## src/rtl/conv_pkg.sv

```systemverilog
// conv_pkg: shared widths, FSM state codes and kernel-slice indexing for conv_sched
package conv_pkg;
  localparam int BIT_LEN = 8;
  localparam int CONV_LPOS = 13;
  localparam int M_LEN = 3;
  localparam logic [2:0] S_IDLE  = 3'd0;
  localparam logic [2:0] S_KER   = 3'd1;
  localparam logic [2:0] S_GAP   = 3'd2;
  localparam logic [2:0] S_RUN   = 3'd3;
  localparam logic [2:0] S_DRAIN = 3'd4;
  localparam logic [2:0] S_DONE  = 3'd5;
  function automatic int kidx(input int r, input int c);
    return (M_LEN * r + c) * BIT_LEN;
  endfunction
endpackage

```

## src/rtl/conv_sched_vpipe.sv

```systemverilog
// conv_sched_vpipe: LAT-deep valid + column-tag delay line with synchronous flush
module conv_sched_vpipe #(
  parameter int LAT = 2,
  parameter int W = 10
) (
  input  logic         clk,
  input  logic         rst,
  input  logic         flush,
  input  logic         in_v,
  input  logic [W-1:0] in_col,
  output logic         out_v,
  output logic [W-1:0] out_col,
  output logic         busy
);
  localparam int CW = LAT * W;
  logic [LAT-1:0] v_q, v_d;
  logic [CW-1:0] c_q, c_d;
  always_comb begin
    v_d = flush ? '0 : LAT'({v_q, in_v});
    c_d = CW'({c_q, in_col});
  end
  always_ff @(posedge clk or posedge rst)
    if (rst) begin
      v_q <= '0;
      c_q <= '0;
    end else begin
      v_q <= v_d;
      c_q <= c_d;
    end
  assign out_v = v_q[LAT-1];
  assign out_col = c_q[CW-1 -: W];
  // entries that have not yet reached the output tap
  assign busy = |LAT'({v_q, in_v});
endmodule

```

## src/rtl/conv_sched.sv

```systemverilog
// conv_sched: drives a 3x3 Conv with kernel columns then a strip, tags results by column.
// Optional CONV_SCHED_PERF_EN adds o_perf_cycles / o_perf_stalls counters.
module conv_sched
  import conv_pkg::*;
#(
  parameter int ADDR_W = 10,
  parameter int CONV_LAT = 2
) (
  input  logic                 CLK100MHZ,
  input  logic                 i_reset,
  input  logic                 i_start,
  input  logic [ADDR_W-1:0]    i_img_w,
  input  logic [9*BIT_LEN-1:0] i_kernel,
  input  logic                 i_out_ready,
  output logic [ADDR_W-1:0]    o_rd_addr,
  output logic                 o_rd_en,
  input  logic [BIT_LEN-1:0]   i_rd_d0,
  input  logic [BIT_LEN-1:0]   i_rd_d1,
  input  logic [BIT_LEN-1:0]   i_rd_d2,
  output logic [BIT_LEN-1:0]   o_dato0,
  output logic [BIT_LEN-1:0]   o_dato1,
  output logic [BIT_LEN-1:0]   o_dato2,
  output logic                 o_selecK_I,
  output logic                 o_conv_valid,
  input  logic [CONV_LPOS-1:0] i_conv_data,
  output logic [CONV_LPOS-1:0] o_res,
  output logic                 o_res_valid,
  output logic [ADDR_W-1:0]    o_res_col,
  output logic                 o_busy,
  output logic                 o_done
`ifdef CONV_SCHED_PERF_EN
  ,
  output logic [31:0]          o_perf_cycles,
  output logic [15:0]          o_perf_stalls
`endif
);
  logic [2:0] state_q, state_d;
  logic [1:0] kcnt_q, kcnt_d;
  logic [ADDR_W-1:0] w_q, w_d, addr_q, addr_d, col_q, col_d, res_col_q, res_col_d, vp_col;
  logic [9*BIT_LEN-1:0] ker_q, ker_d;
  logic [BIT_LEN-1:0] d0_q, d0_d, d1_q, d1_d, d2_q, d2_d;
  logic [CONV_LPOS-1:0] res_q, res_d;
  logic pend_q, pend_d, cv_q, cv_d, sel_q, sel_d, res_v_q, res_v_d;
  logic vp_v, vp_busy, start_acc;

  assign start_acc = state_q == S_IDLE && i_start;
  assign o_rd_en = state_q == S_GAP || (state_q == S_RUN && i_out_ready);
  assign o_rd_addr = addr_q;
  assign o_dato0 = d0_q;
  assign o_dato1 = d1_q;
  assign o_dato2 = d2_q;
  assign o_selecK_I = sel_q;
  assign o_conv_valid = cv_q;
  assign o_res = res_q;
  assign o_res_valid = res_v_q;
  assign o_res_col = res_col_q;
  assign o_busy = state_q != S_IDLE;
  assign o_done = state_q == S_DONE;

  always_comb begin
    state_d = state_q;
    kcnt_d = kcnt_q;
    w_d = w_q;
    ker_d = ker_q;
    addr_d = o_rd_en ? addr_q + ADDR_W'(1) : addr_q;
    pend_d = o_rd_en;
    // a read issued last cycle is presented now; otherwise hold the bus with valid low
    cv_d = pend_q;
    d0_d = pend_q ? i_rd_d0 : d0_q;
    d1_d = pend_q ? i_rd_d1 : d1_q;
    d2_d = pend_q ? i_rd_d2 : d2_q;
    col_d = pend_q ? addr_q - ADDR_W'(1) : col_q;
    sel_d = sel_q;
    case (state_q)
      S_IDLE: if (i_start) begin
        state_d = S_KER;
        kcnt_d = '0;
        ker_d = i_kernel;
        w_d = i_img_w < ADDR_W'(3) ? ADDR_W'(3) : i_img_w;
        addr_d = '0;
        d0_d = i_kernel[kidx(0, 0) +: BIT_LEN];
        d1_d = i_kernel[kidx(0, 1) +: BIT_LEN];
        d2_d = i_kernel[kidx(0, 2) +: BIT_LEN];
        cv_d = 1'b1;
        sel_d = 1'b0;
      end
      S_KER: if (kcnt_q == 2'd2) begin
        state_d = S_GAP;
        sel_d = 1'b1;
      end else begin
        kcnt_d = kcnt_q + 2'd1;
        d0_d = ker_q[kidx(int'(kcnt_d), 0) +: BIT_LEN];
        d1_d = ker_q[kidx(int'(kcnt_d), 1) +: BIT_LEN];
        d2_d = ker_q[kidx(int'(kcnt_d), 2) +: BIT_LEN];
        cv_d = 1'b1;
      end
      S_GAP: state_d = S_RUN;
      S_RUN: if (o_rd_en && addr_q == w_q - ADDR_W'(1)) state_d = S_DRAIN;
      S_DRAIN: if (!pend_q && !cv_q && !vp_busy) begin
        state_d = S_DONE;
        sel_d = 1'b0;
      end
      S_DONE: begin
        state_d = S_IDLE;
        addr_d = '0;
      end
      default: state_d = S_IDLE;
    endcase
    res_v_d = vp_v;
    res_d = vp_v ? i_conv_data : res_q;
    res_col_d = vp_v ? vp_col : res_col_q;
  end

  always_ff @(posedge CLK100MHZ or posedge i_reset)
    if (i_reset) begin
      state_q <= S_IDLE;
      kcnt_q <= '0;
      w_q <= '0;
      ker_q <= '0;
      addr_q <= '0;
      col_q <= '0;
      pend_q <= 1'b0;
      cv_q <= 1'b0;
      sel_q <= 1'b0;
      d0_q <= '0;
      d1_q <= '0;
      d2_q <= '0;
      res_q <= '0;
      res_v_q <= 1'b0;
      res_col_q <= '0;
    end else begin
      state_q <= state_d;
      kcnt_q <= kcnt_d;
      w_q <= w_d;
      ker_q <= ker_d;
      addr_q <= addr_d;
      col_q <= col_d;
      pend_q <= pend_d;
      cv_q <= cv_d;
      sel_q <= sel_d;
      d0_q <= d0_d;
      d1_q <= d1_d;
      d2_q <= d2_d;
      res_q <= res_d;
      res_v_q <= res_v_d;
      res_col_q <= res_col_d;
    end

  // columns 0 and 1 only prime the window; result tags start at column 2
  conv_sched_vpipe #(.LAT(CONV_LAT), .W(ADDR_W)) u_vpipe (
    .clk(CLK100MHZ),
    .rst(i_reset),
    .flush(start_acc),
    .in_v(cv_q && sel_q && col_q >= ADDR_W'(2)),
    .in_col(col_q - ADDR_W'(2)),
    .out_v(vp_v),
    .out_col(vp_col),
    .busy(vp_busy)
  );

`ifdef CONV_SCHED_PERF_EN
  logic [31:0] cyc_q, cyc_d;
  logic [15:0] stl_q, stl_d;
  always_comb begin
    cyc_d = start_acc ? '0 : o_busy ? cyc_q + 32'd1 : cyc_q;
    stl_d = start_acc ? '0 : (state_q == S_RUN && !i_out_ready && stl_q != 16'hFFFF) ? stl_q + 16'd1 : stl_q;
  end
  always_ff @(posedge CLK100MHZ or posedge i_reset)
    if (i_reset) begin
      cyc_q <= '0;
      stl_q <= '0;
    end else begin
      cyc_q <= cyc_d;
      stl_q <= stl_d;
    end
  assign o_perf_cycles = cyc_q;
  assign o_perf_stalls = stl_q;
`endif
endmodule
```

## config.mk

```make
export PLATFORM = sky130hd
export DESIGN_NAME = conv_sched
export DESIGN_NICKNAME = d
export VERILOG_FILES = /design/src/rtl/conv_pkg.sv /design/src/rtl/conv_sched_vpipe.sv /design/src/rtl/conv_sched.sv
export SDC_FILE = /design/constraint.sdc
export NUM_CORES = 1
export LEC_CHECK = 0
export CAP_MARGIN = 10
export CORE_MARGIN = 4
export CORE_UTILIZATION = 51
export DETAILED_ROUTE_END_ITERATION = 6
export PLACE_DENSITY = 0.85
export SETUP_SLACK_MARGIN = 0.05
export SLEW_MARGIN = 30
export SYNTH_ARGS = -nofsm -noshare
export SYNTH_HDL_FRONTEND = slang
export SYNTH_SLANG_ARGS = --single-unit
```

## constraint.sdc

```tcl
create_clock -name CLK100MHZ -period 8.5 [get_ports CLK100MHZ]
set_input_delay 2.125 -clock CLK100MHZ [delete_from_list [all_inputs] [get_ports CLK100MHZ]]
set_output_delay 2.125 -clock CLK100MHZ [all_outputs]
set_load 0.01 [all_outputs]
```

metal_stack.png
(3 px per um)
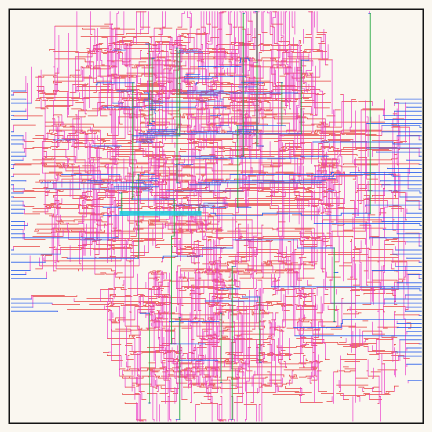
Green shows met4, wire length 655 um. Blue shows met3, wire length 2070 um. Magenta shows met2, wire length 10400 um. Cyan shows met5, wire length 25.8 um. Red shows met1, wire length 9260 um.
final wirelength: 22430 um
total number of vias: 6782
post-detailed-route wirelength per cell: 18.35 um

final_clocks.png
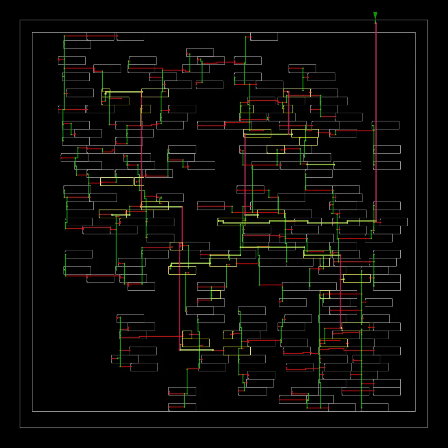
clock skew after layout: 0.01262 ns
Num Clock Sinks: 180
clk_lat worst skew: 0.43 ns
TritonCTS buffer count: 17

registers.png
(3 px per um) Other sequential cells in the stronger grey, the rest of the logic in the fainter grey.
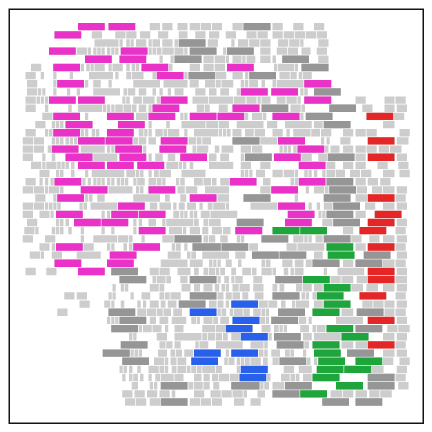
Red shows o_res, placed flops 13. Blue shows o_rd_addr, placed flops 10, where bottom middle. Green shows u_vpipe.c_q, placed flops 20, where bottom right. Magenta shows ker_q, placed flops 72.
Another 65 sequential cells are not coloured.
share of cell area taken by flip-flops and latches: 0.4074
Flop area: 4507 um^2

==> results.txt <==
Summary of the current implementation state.

- The post-synthesis simple-gate area fraction is 0.1843, for reference.
- The library cell used as clock root buffer is sky130_fd_sc_hd__clkbuf_16, for reference.
- Summed over all routing layers, the global router reports a total usage of 0.2401.
- The total core area is 16520 um^2, for reference.
- During I/O placement, the number of pins put on the boundary was 186.
- Setup repair after global routing left no endpoint under its margin.
- The maximum number of pins on one net before global-route repair is 121, for reference.
- The final layout reports a setup TNS of 0 ns.
- Averaged over all synthesized cells, the footprint is 10.25 um^2.
- The post-synthesis instance total is 834, for reference.
- The die is 137.5 um tall.
- The met2 layer usage reported by global route is 0.3709, for reference.
- The met3 track demand over resource in global routing is 0.06793, for reference.
- Max fanout on the critical path was recorded as 7.
- In this run, the synthesized area fraction spent on adder and majority cells is recorded as 0.01171.
- In this run the remaining antenna-violating nets after routing total 0.
- The number of synthesized flops with an enable pin is 0, for reference.
- The global routing report lists met1 layer usage as 0.3238.
- The post-cts hold-fix buffer tally is 0, for reference.
- The floorplan row count is 47, for reference.
- The first-pass iteration count of the detailed router is 5, for reference.
- The run finished with clean final reports.
- Wire segments on met2 add up to 10420 um in the final route.
- The areal power density over the cells is 362.4 nW/um^2, for reference.
- By count the netlist is led by 255 x sky130_fd_sc_hd__nand2_1, 180 x sky130_fd_sc_hd__dfrtp_1, 40 x sky130_fd_sc_hd__mux2_2, 38 x sky130_fd_sc_hd__nor2_1, 37 x sky130_fd_sc_hd__a21oi_1.
- In this run the top signal layer used is met5.
- The worst supply voltage drop on vdd is 231.9 uV, for reference.
- The largest family of logic cells by area is simple AND/OR/NAND/NOR gates, for reference.
-- worst paths after layout --
kind,startpoint,endpoint,cells after the start
setup reg to reg,kcnt_q[0]$_DFFE_PP0P_,o_dato1[2]$_DFF_PP0_,7
hold reg to reg,u_vpipe.c_q[3]$_DFF_PP0_,u_vpipe.c_q[13]$_DFF_PP0_,0
min in group asynchronous,i_reset,o_res_col[5]$_DFFE_PP0P_,2
hold / removal,u_vpipe.c_q[3]$_DFF_PP0_,u_vpipe.c_q[13]$_DFF_PP0_,0
max in group asynchronous,i_reset,o_dato1[1]$_DFF_PP0_,3
setup / recovery,i_out_ready,o_rd_en,4
-- final cells by class --
type	instances	area, um^2
clock inverters	14	162.7
diodes	1	2.502
well taps	220	275.3
repair buffers	190	1889
multi-input cells	585	3737
flip-flops and latches	180	4507
fillers	1229	5461
inverters	15	63.81
clock buffers	17	425.4
-- per-stage QoR --
| step | hold WS (ns) | power (mW) | setup slack (ns) |
|---|---|---|---|
| global placement | 0.3319 | 3.118 | 2.792 |
| detailed placement | 0.3347 | 3.196 | 2.760 |
| finish | 0.3492 | 4.009 | 2.752 |
| global route | 0.3505 | 4.248 | 2.688 |
| CTS | 0.3455 | 4.004 | 2.761 |
| floorplan | 0.3312 | 2.582 | 1.488 |
-- critical path, stage by stage --
cell and delay [ns]:
sky130_fd_sc_hd__clkdlybuf4s50_1 0.47, sky130_fd_sc_hd__nand2b_1 0.16, sky130_fd_sc_hd__and2_1 0.28, sky130_fd_sc_hd__clkdlybuf4s50_1 0.59
-- where the power goes --
group,switching [mW],internal [mW]
sequential,0.318,1.23
clock,0.362,0.417
combinational,0.802,0.876
total,1.48,2.53
Power and IR drop assume default switching activity.
